File: src/rtl/mem_bus_arbiter.sv
`default_nettype none
// ============================================================================
// Module      : mem_bus_arbiter
// Description : Multi-master memory bus front end. Arbitrates NUM_MASTERS
//               requestors onto one registered memory port (IDLE/ACCESS/RESP).
//               Define ARB_ROUND_ROBIN_EN for round-robin arbitration;
//               otherwise fixed priority (lowest index wins).
// Revision    : 1.0 - initial release
// ============================================================================
module mem_bus_arbiter #(
    parameter int WIDTH       = 32,
    parameter int ADDR_WIDTH  = 32,
    parameter int NUM_MASTERS = 2,
    parameter int IDW         = (NUM_MASTERS > 1) ? $clog2(NUM_MASTERS) : 1
) (
    input  logic                              clk,
    input  logic                              reset,
    input  logic [NUM_MASTERS-1:0]            m_req,
    input  logic [NUM_MASTERS-1:0]            m_we,
    input  logic [NUM_MASTERS*ADDR_WIDTH-1:0] m_addr,
    input  logic [NUM_MASTERS*WIDTH-1:0]      m_wdata,
    input  logic [NUM_MASTERS*(WIDTH/8)-1:0]  m_byteen,
    output logic [NUM_MASTERS-1:0]            m_ack,
    output logic [WIDTH-1:0]                  m_rdata,
    output logic                              mem_read,
    output logic                              mem_write,
    output logic [ADDR_WIDTH-1:0]             mem_addr,
    output logic [WIDTH-1:0]                  mem_wdata,
    output logic [WIDTH/8-1:0]                mem_byteen,
    input  logic [WIDTH-1:0]                  mem_rdata,
    input  logic                              mem_ready,
    output logic [IDW-1:0]                    grant_id,
    output logic                              busy
);

    localparam int c_be_w = WIDTH / 8;

    typedef enum logic [1:0] {
        S_IDLE   = 2'd0,
        S_ACCESS = 2'd1,
        S_RESP   = 2'd2
    } state_t;

    state_t                  r_state;
    state_t                  w_state_next;
    logic                    r_we;
    logic [ADDR_WIDTH-1:0]   r_addr;
    logic [WIDTH-1:0]        r_wdata;
    logic [c_be_w-1:0]       r_byteen;
    logic [IDW-1:0]          r_grant_id;
    logic [WIDTH-1:0]        r_rdata;

    logic                    w_grant_valid;
    logic [IDW-1:0]          w_grant_idx;
    int                      w_idx;

    logic                    w_we_arr     [NUM_MASTERS];
    logic [ADDR_WIDTH-1:0]   w_addr_arr   [NUM_MASTERS];
    logic [WIDTH-1:0]        w_wdata_arr  [NUM_MASTERS];
    logic [c_be_w-1:0]       w_byteen_arr [NUM_MASTERS];

    for (genvar i = 0; i < NUM_MASTERS; i++) begin : g_unpack
        assign w_we_arr[i]     = m_we[i];
        assign w_addr_arr[i]   = m_addr[i*ADDR_WIDTH +: ADDR_WIDTH];
        assign w_wdata_arr[i]  = m_wdata[i*WIDTH +: WIDTH];
        assign w_byteen_arr[i] = m_byteen[i*c_be_w +: c_be_w];
    end

`ifdef ARB_ROUND_ROBIN_EN
    logic [IDW-1:0] r_ptr;

    // Scan from highest offset down so the closest-after-pointer requester wins.
    always_comb begin
        w_grant_valid = 1'b0;
        w_grant_idx   = '0;
        w_idx         = 0;
        for (int k = NUM_MASTERS - 1; k >= 0; k--) begin
            w_idx = (int'(r_ptr) + 1 + k) % NUM_MASTERS;
            if (m_req[w_idx]) begin
                w_grant_valid = 1'b1;
                w_grant_idx   = IDW'(w_idx);
            end
        end
    end

    always_ff @(posedge clk or negedge reset) begin
        if (!reset) begin
            r_ptr <= IDW'(NUM_MASTERS - 1);
        end else if (r_state == S_IDLE && w_grant_valid) begin
            r_ptr <= w_grant_idx;
        end
    end
`else
    always_comb begin
        w_grant_valid = 1'b0;
        w_grant_idx   = '0;
        w_idx         = 0;
        for (int k = NUM_MASTERS - 1; k >= 0; k--) begin
            w_idx = k;
            if (m_req[w_idx]) begin
                w_grant_valid = 1'b1;
                w_grant_idx   = IDW'(w_idx);
            end
        end
    end
`endif

    always_comb begin
        w_state_next = r_state;
        case (r_state)
            S_IDLE:   if (w_grant_valid) w_state_next = S_ACCESS;
            S_ACCESS: if (mem_ready)     w_state_next = S_RESP;
            S_RESP:                      w_state_next = S_IDLE;
            default:                     w_state_next = S_IDLE;
        endcase
    end

    always_ff @(posedge clk or negedge reset) begin
        if (!reset) begin
            r_state    <= S_IDLE;
            r_we       <= 1'b0;
            r_addr     <= '0;
            r_wdata    <= '0;
            r_byteen   <= '0;
            r_grant_id <= '0;
            r_rdata    <= '0;
        end else begin
            r_state <= w_state_next;
            if (r_state == S_IDLE && w_grant_valid) begin
                r_we       <= w_we_arr[w_grant_idx];
                r_addr     <= w_addr_arr[w_grant_idx];
                r_wdata    <= w_wdata_arr[w_grant_idx];
                r_byteen   <= w_byteen_arr[w_grant_idx];
                r_grant_id <= w_grant_idx;
            end
            if (r_state == S_ACCESS && mem_ready && !r_we) begin
                r_rdata <= mem_rdata;
            end
        end
    end

    // Strobes decode from state so an async reset drops them immediately.
    assign mem_read   = (r_state == S_ACCESS) && !r_we;
    assign mem_write  = (r_state == S_ACCESS) &&  r_we;
    assign mem_addr   = r_addr;
    assign mem_wdata  = r_wdata;
    assign mem_byteen = r_byteen;
    assign m_rdata    = r_rdata;
    assign grant_id   = r_grant_id;
    assign busy       = (r_state != S_IDLE);

    for (genvar i = 0; i < NUM_MASTERS; i++) begin : g_ack
        assign m_ack[i] = (r_state == S_RESP) && (r_grant_id == IDW'(i));
    end

endmodule
`default_nettype wire

File: config.mk
export PLATFORM = sky130hd
export DESIGN_NAME = mem_bus_arbiter
export DESIGN_NICKNAME = d
export VERILOG_FILES = /design/src/rtl/mem_bus_arbiter.sv
export SDC_FILE = /design/constraint.sdc
export NUM_CORES = 1
export LEC_CHECK = 0
export ABC_AREA = 0
export ABC_CLOCK_PERIOD_IN_PS = 3200
export CAP_MARGIN = 20
export CELL_PAD_IN_SITES_DETAIL_PLACEMENT = 1
export CELL_PAD_IN_SITES_GLOBAL_PLACEMENT = 2
export CORE_MARGIN = 8
export CORE_UTILIZATION = 25
export DETAILED_ROUTE_END_ITERATION = 6
export GPL_TIMING_DRIVEN = 0
export PLACE_DENSITY_LB_ADDON = 0.1
export SYNTH_ARGS = -nofsm -noshare
export SYNTH_HDL_FRONTEND = slang
export SYNTH_SLANG_ARGS = --single-unit
export TNS_END_PERCENT = 30
File: constraint.sdc
create_clock -name clk -period 3.2 [get_ports clk]
set_input_delay 0.64 -clock clk [delete_from_list [all_inputs] [get_ports clk]]
set_output_delay 0.64 -clock clk [all_outputs]
set_load 0.02 [all_outputs]
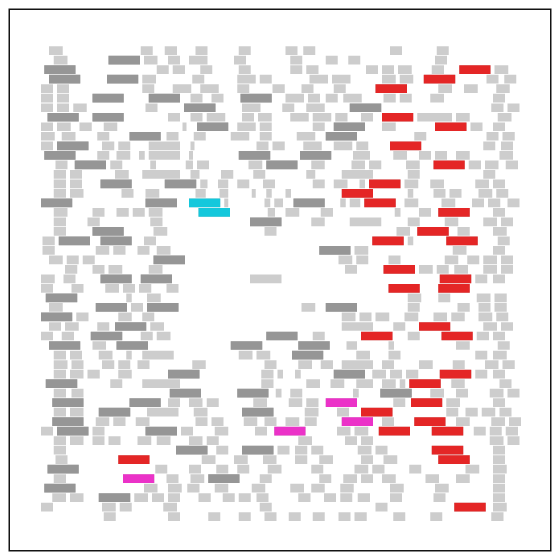
*Register map, names as in the netlist, run 1*
Other sequential cells in the stronger grey, the rest of the logic in the fainter grey.
Red shows mem_wdata, placed flops 32, where a vertical strip on the right. Cyan shows r_state, placed flops 2. Magenta shows mem_byteen, placed flops 4, where bottom middle.

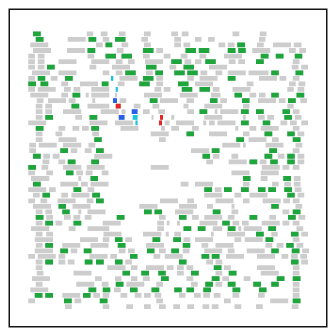
*Gate-type map, run 1*
Red shows inverting AOI/OAI gates, cells 3. Blue shows AND and OR gates, cells 3. Cyan shows NOR gates, cells 4. Green shows multiplexers, cells 170, where widely spread.

==> reports/qor.yml, run 1 <==
finalSetupTns_ns: 0
grt_use_met3_pct: 7.11
crit_arrival_ns: 1.66
final_cells: 839
vias: 3663
drv_cap: 0
start_kind: "register"
maxSlewHeadroom_pct: 67.1
met2_usage_pct: 24.6
worstPathRequired_ns: 2.56
yosysUniqueCellTypes: 17
worstSetupPathType: "register to output pin"
rsz0062_at_grt: "no"
clock_skew_ns: 0.00684
rows: 50
areaGrowthSynthToFinish_pct: 72.1
setup_viol_count_final: 0
status: "finished, final reports clean"
fin_crit_ns: 2.30
drive_gt1_share_pct: 33.2
wl_per_cell_um: 20.3
cts_tree: "done"
core_mm2: 0.0188
core_util_floorplan_pct: 25.5
grt_pass1_vias: 4284
grt_pass1_wl_mm: 26.3
synth_nets: 484
finalNetCount: 776
fillers: 1957
final_common_cell: "clkdlybuf4s50_1"
grt_usage_pct: 14.4
design.die.area_mm2: 0.0238
cts_resized: 0
tightest_slew_ns: 0.494
dr.first_iter.drc_count: 126
grt_overflow_total: 0
ant_nets: 0
die_w_um: 154
met1_usage_pct: 15.5
cts-root-buf: "clkbuf_16"
power.total_mw: 7.52
r2r_slack_ns: 1.39
yosysCellCount: 309
yosys_warnings: 0
ys_chip_area_mm2: 0.00479
worstReg2RegStart: "r_state[0]"
placed_cell_area_mm2: 0.00792
insertion_delay_ns: 0.34
htreeDepth: 3
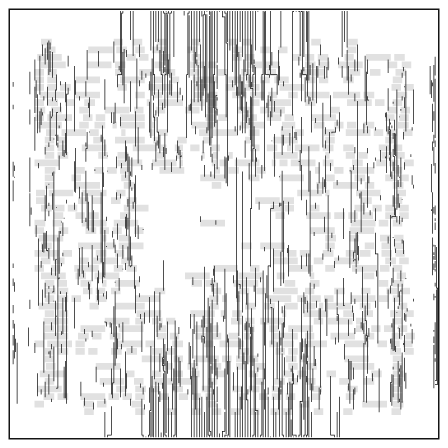
*M2 wires, run 1*
The layer holds 49% of the routed length. 732 nets have wire on it. The wires run mostly vertical. The layer carries 8370 µm of wire.

-- run 1: cell usage after synthesis --
| library cell | number | area, µm² |
|---|---|---|
| nor3b_1 | 1 | 7.51 |
| buf_4 | 1 | 7.51 |
| buf_2 | 16 | 80.1 |
| nand2b_1 | 2 | 12.5 |
| mux2_2 | 146 | 1640 |
| a21oi_1 | 2 | 10.0 |
| inv_1 | 2 | 7.51 |
| o21bai_1 | 1 | 7.51 |
| dfrtp_1 | 104 | 2600 |
| o21a_1 | 1 | 7.51 |
| mux2i_1 | 2 | 20.0 |
| mux2_1 | 4 | 45.0 |
| mux2_4 | 18 | 270 |
| and3b_1 | 2 | 17.5 |
| buf_6 | 3 | 33.8 |
| nor2_1 | 3 | 11.3 |
| and2_1 | 1 | 6.26 |
-- run 1: metal layers --
metal	wire length, µm	up-vias
li1	-	1692
met4	166	0
met2	8370	170
met5	0	-
met3	2030	10
met1	6480	1791
-- run 1: worst max path at each step --
stage,cells after the start,startpoint,to
floorplan,6,m_req[0],mem_addr[1]
global route,3,r_state[1],mem_read
finish,3,r_state[1],mem_read
detailed placement,7,m_req[0],mem_addr[3]
CTS,3,r_state[1],mem_read
global placement,1,reset,m_rdata[19]
-- run 1: state kept, by name, indices dropped and copies added (netlist names) --
name / count
mem_addr: 32
mem_wdata: 32
mem_byteen: 4
grant_id: 1
r_state: 2
r_we: 1
m_rdata: 32
-- run 1: report_power, final --
part | internal [mW] | total (mW) | switching (mW)
Combinational | 2.15 | 3.97 | 1.82
Clock | 0.728 | 1.22 | 0.488
Sequential | 1.99 | 2.33 | 0.342
Total | 4.87 | 7.52 | 2.65
-- run 1: worst max-delay path: stages, from the launching register on --
cell	delay, ns
dfrtp_1	0.40
nand2b_1	0.19
nor2_1	0.09
clkdlybuf4s50_1	0.63
-- run 1: area by class of cell --
| cell class | instances | area [µm²] | area share, % |
|---|---|---|---|
| repair buffers | 281 | 2830 | 34.3 |
| flip-flops and latches | 104 | 2600 | 31.6 |
| multi-input cells | 183 | 2060 | 25.0 |
| well taps | 234 | 293 | 3.55 |
| clock buffers | 11 | 253 | 3.07 |
| plain buffers | 20 | 121 | 1.47 |
| clock inverters | 4 | 77.6 | 0.941 |
| inverters | 2 | 7.51 | 0.0910 |
-- run 1: kinds of logic (layout without fill, tap and decap cells) --
kind of cell	Yosys count	after routing	synth area share (%)
simple gates	9	9	1.15
flops	104	104	54.3
mux	170	170	41.3
compound gates	4	4	0.522
buf+inv	22	318	2.69
### Signal wires on met3, run 1

The bar under the picture is 50 µm long.
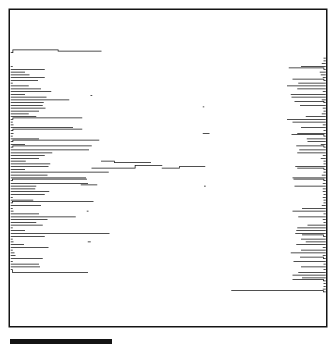

==> run 2: changes to the inputs <==
--- a/config.mk
+++ b/config.mk
@@ -6,12 +6,12 @@
 export NUM_CORES = 1
 export LEC_CHECK = 0
 export ABC_AREA = 0
-export ABC_CLOCK_PERIOD_IN_PS = 3200
+export ABC_CLOCK_PERIOD_IN_PS = 2000
 export CAP_MARGIN = 20
 export CELL_PAD_IN_SITES_DETAIL_PLACEMENT = 1
 export CELL_PAD_IN_SITES_GLOBAL_PLACEMENT = 2
 export CORE_MARGIN = 8
-export CORE_UTILIZATION = 25
+export CORE_UTILIZATION = 21
 export DETAILED_ROUTE_END_ITERATION = 6
 export GPL_TIMING_DRIVEN = 0
 export PLACE_DENSITY_LB_ADDON = 0.1
==> constraint.sdc (replaced) <==
create_clock -name clk -period 2 [get_ports clk]
set_input_delay 0.4 -clock clk [delete_from_list [all_inputs] [get_ports clk]]
set_output_delay 0.4 -clock clk [all_outputs]
set_load 0.02 [all_outputs]
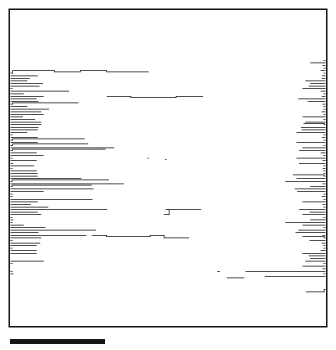
*Signal wires on met3, run 2*
The bar under the picture is 50 µm long.
The layer holds 12% of the routed length. 162 nets have wire on it. The longest straight run is 59.6 µm.

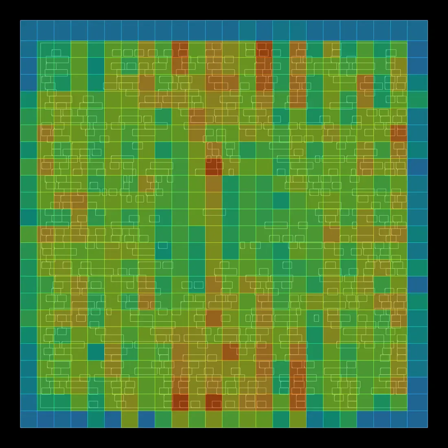
*Routing congestion, run 2*
met3 Track Usage GR: 7.71%
Finished Core Util: 36.9%
wire per inst: 19.2 µm
met2 Use GR: 19.9%
Top Usage Layer GRT: met2

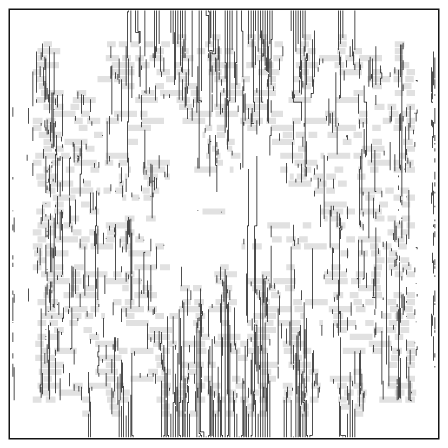
*M2 wires, run 2*
The wires run mostly vertical. 729 nets have wire on it.

==> run 2 against run 1 <==
Effect of this change: final cell count up 6.3%; combinational power grew 59%; first-iteration DRC count decreased by 33%; area after synthesis did not move; critical path type is now input port to register; largest cell class unchanged.
==> reports/qor.yml, run 2 <==
status: "finished, final reports clean"
critPathBufInv: 4  # +3
antenna_found_initial: 2
yosys-top-cells-count: "146 x mux2_2, 104 x dfrtp_1, 18 x mux2_4"
drive_gt1_share_pct: 33.4  # +0.22 points
htreeDepth: 3  # unchanged
rsz0062_at_grt: "no"
netlist.area_leader.share_pct: 54.3  # unchanged
ant_nets: 0  # unchanged
yosysUniqueCellTypes: 17  # unchanged
grt_pass1_wl_mm: 26.3  # about the same
maxSlewHeadroom_pct: 66.8  # -0.26 points
grt_pass1_vias: 4313  # +0.68%
area_leaders: "dfrtp_1 54%, mux2_2 34%, mux2_4 5.6%"
worstPathRequired_ns: 2.23  # -0.33 ns
design.die.area_mm2: 0.0279  # +17%
drtPass1Iterations: 4
grt_overflow_total: 0  # unchanged
dr.first_iter.drc_count: 84  # -33%
critPathSlowestCell: "clkdlybuf4s50_1"
die_w_um: 167  # +8.2%
fin_crit_ns: 1.87
cts-root-buf: "clkbuf_16"
comb_power_share_pct: 52.9  # about the same
core_util_floorplan_pct: 21.3  # -4.2 points
grt_max_degree: 59
crit_chain: "clkdlybuf4s50_1 -> nand2b_1 -> buf_6 -> buf_6 -> buf_6 -> mux2_4 -> mux2_4"
start_kind: "input port"
flop_cell: "dfrtp_1"
power.total_mw: 11.9  # +59%
edf_count: 0  # unchanged
path_delay_family: "buffers and inverters"
ys_seq_share_pct: 54.3
swShare_pct: 36.1  # +0.82 points
cp_max_fo: 10
tightest_slew_ns: 0.498  # +0.00395 ns
synth_nets: 484  # unchanged
seqPwrFrac_pct: 31.4  # +0.3 points
p_int_mw: 7.62  # +57%
r2r_slack_ns: 0.26  # -1.13 ns
async_flop_share_pct: 100  # unchanged
cpMostUsedCell: "buf_6"
insertion_delay_ns: 0.35  # about the same
clkPwrFrac_pct: 15.8  # -0.4 points
clock_skew_ns: 0.00952  # +0.00268 ns
rows: 55  # +10%
grt_usage_pct: 12.2  # -2.2 points
final_common_cell: "clkdlybuf4s50_1"
worstReg2RegStart: "r_state[0]"
ys_chip_area_mm2: 0.00479  # unchanged
drv_cap: 0  # unchanged
hpwl_mm: 13.8
synth.cell_area_mm2: 0.00479
finalSetupTns_ns: 0  # unchanged
yosys_warnings: 0  # unchanged
worstSetupPathType: "input port to register"
critPathMaxStageDelay_ns: 0.50  # -0.13 ns
setup_viol_count_final: 0  # unchanged
top_area_cell: "dfrtp_1"
vias: 3661  # -0.055%
placed_cell_area_mm2: 0.00798  # +0.81%
core_mm2: 0.0225  # +20%
finalNetCount: 777  # +0.13%
n_antenna_cell: 0
yosysCellCount: 309  # unchanged
peakVddDrop_v: 0.000531
cts_tree: "done"
crit_arrival_ns: 2.10  # +0.44 ns
syn-instance-count: 309
run 2: worst max path at each step:
| stage | cells after the start | to | start |
|---|---|---|---|
| 2_1_floorplan | 6 | mem_addr[1] | m_req[0] |
| 3_3_place_gp | 1 | m_rdata[1] | reset |
| 6_report | 7 | mem_addr[6] | m_req[0] |
| 4_1_cts | 7 | mem_addr[6] | m_req[0] |
| 3_5_place_dp | 7 | mem_addr[2] | m_req[0] |
| 5_1_grt | 7 | mem_addr[1] | m_req[0] |
run 2: final cells by class:
class / count / area [µm²]
multi-input combinational: 183 / 2060
buffer: 20 / 121
inverter: 2 / 7.51
timing repair buffer: 282 / 2840
tap: 285 / 357
clock buffer: 10 / 239
clock inverter: 6 / 75.1
fill: 2390 / 14200
sequential: 104 / 2600
run 2: power groups by stage:
stage,logic [mW],registers (mW),clock network (mW)
floorplan,1.89,5.05,0
global placement,6.41,3.73,0
detailed placement,6.46,3.79,0
CTS,6.46,3.77,1.98
global route,6.71,3.92,2.06
finish,6.30,3.74,1.88
run 2: kinds of logic after synthesis:
group / Yosys count / synth area share, %
flip-flops: 104 / 54.3
AND/OR/NAND/NOR: 9 / 1.15
buffers and inverters: 22 / 2.69
AND-OR/OR-AND: 4 / 0.522
multiplexers: 170 / 41.3
run 2: repair_timing:
action,4_1_cts,5_1_grt
hold buffers,1,0
endpoints found under the hold margin,4,0
endpoints found under the setup margin,5,0
buffers inserted,0,0
resized,6,0
run 2: metal layers:
metal	vias to the layer above	GRT usage, %	routed length (µm)
met3	11	7.71	2140
met5	-	0	24
met4	4	2.23	116
li1	1687	-	-
met2	167	19.9	8010
met1	1792	13.4	6840
run 2: per-stage QoR:
stage	utilization [%]	hold slack, ns	setup WS (ns)	cells
after floorplan	-	0.104	0.414	309
after global placement	35.3	0.469	-3.94	874
after detailed placement	35.5	0.382	-0.283	875
after CTS	36.9	0.491	0.102	892
after global routing	36.9	0.507	0.0493	892
final	36.9	0.485	0.128	892
Power is estimated from default activity; no workload was simulated.
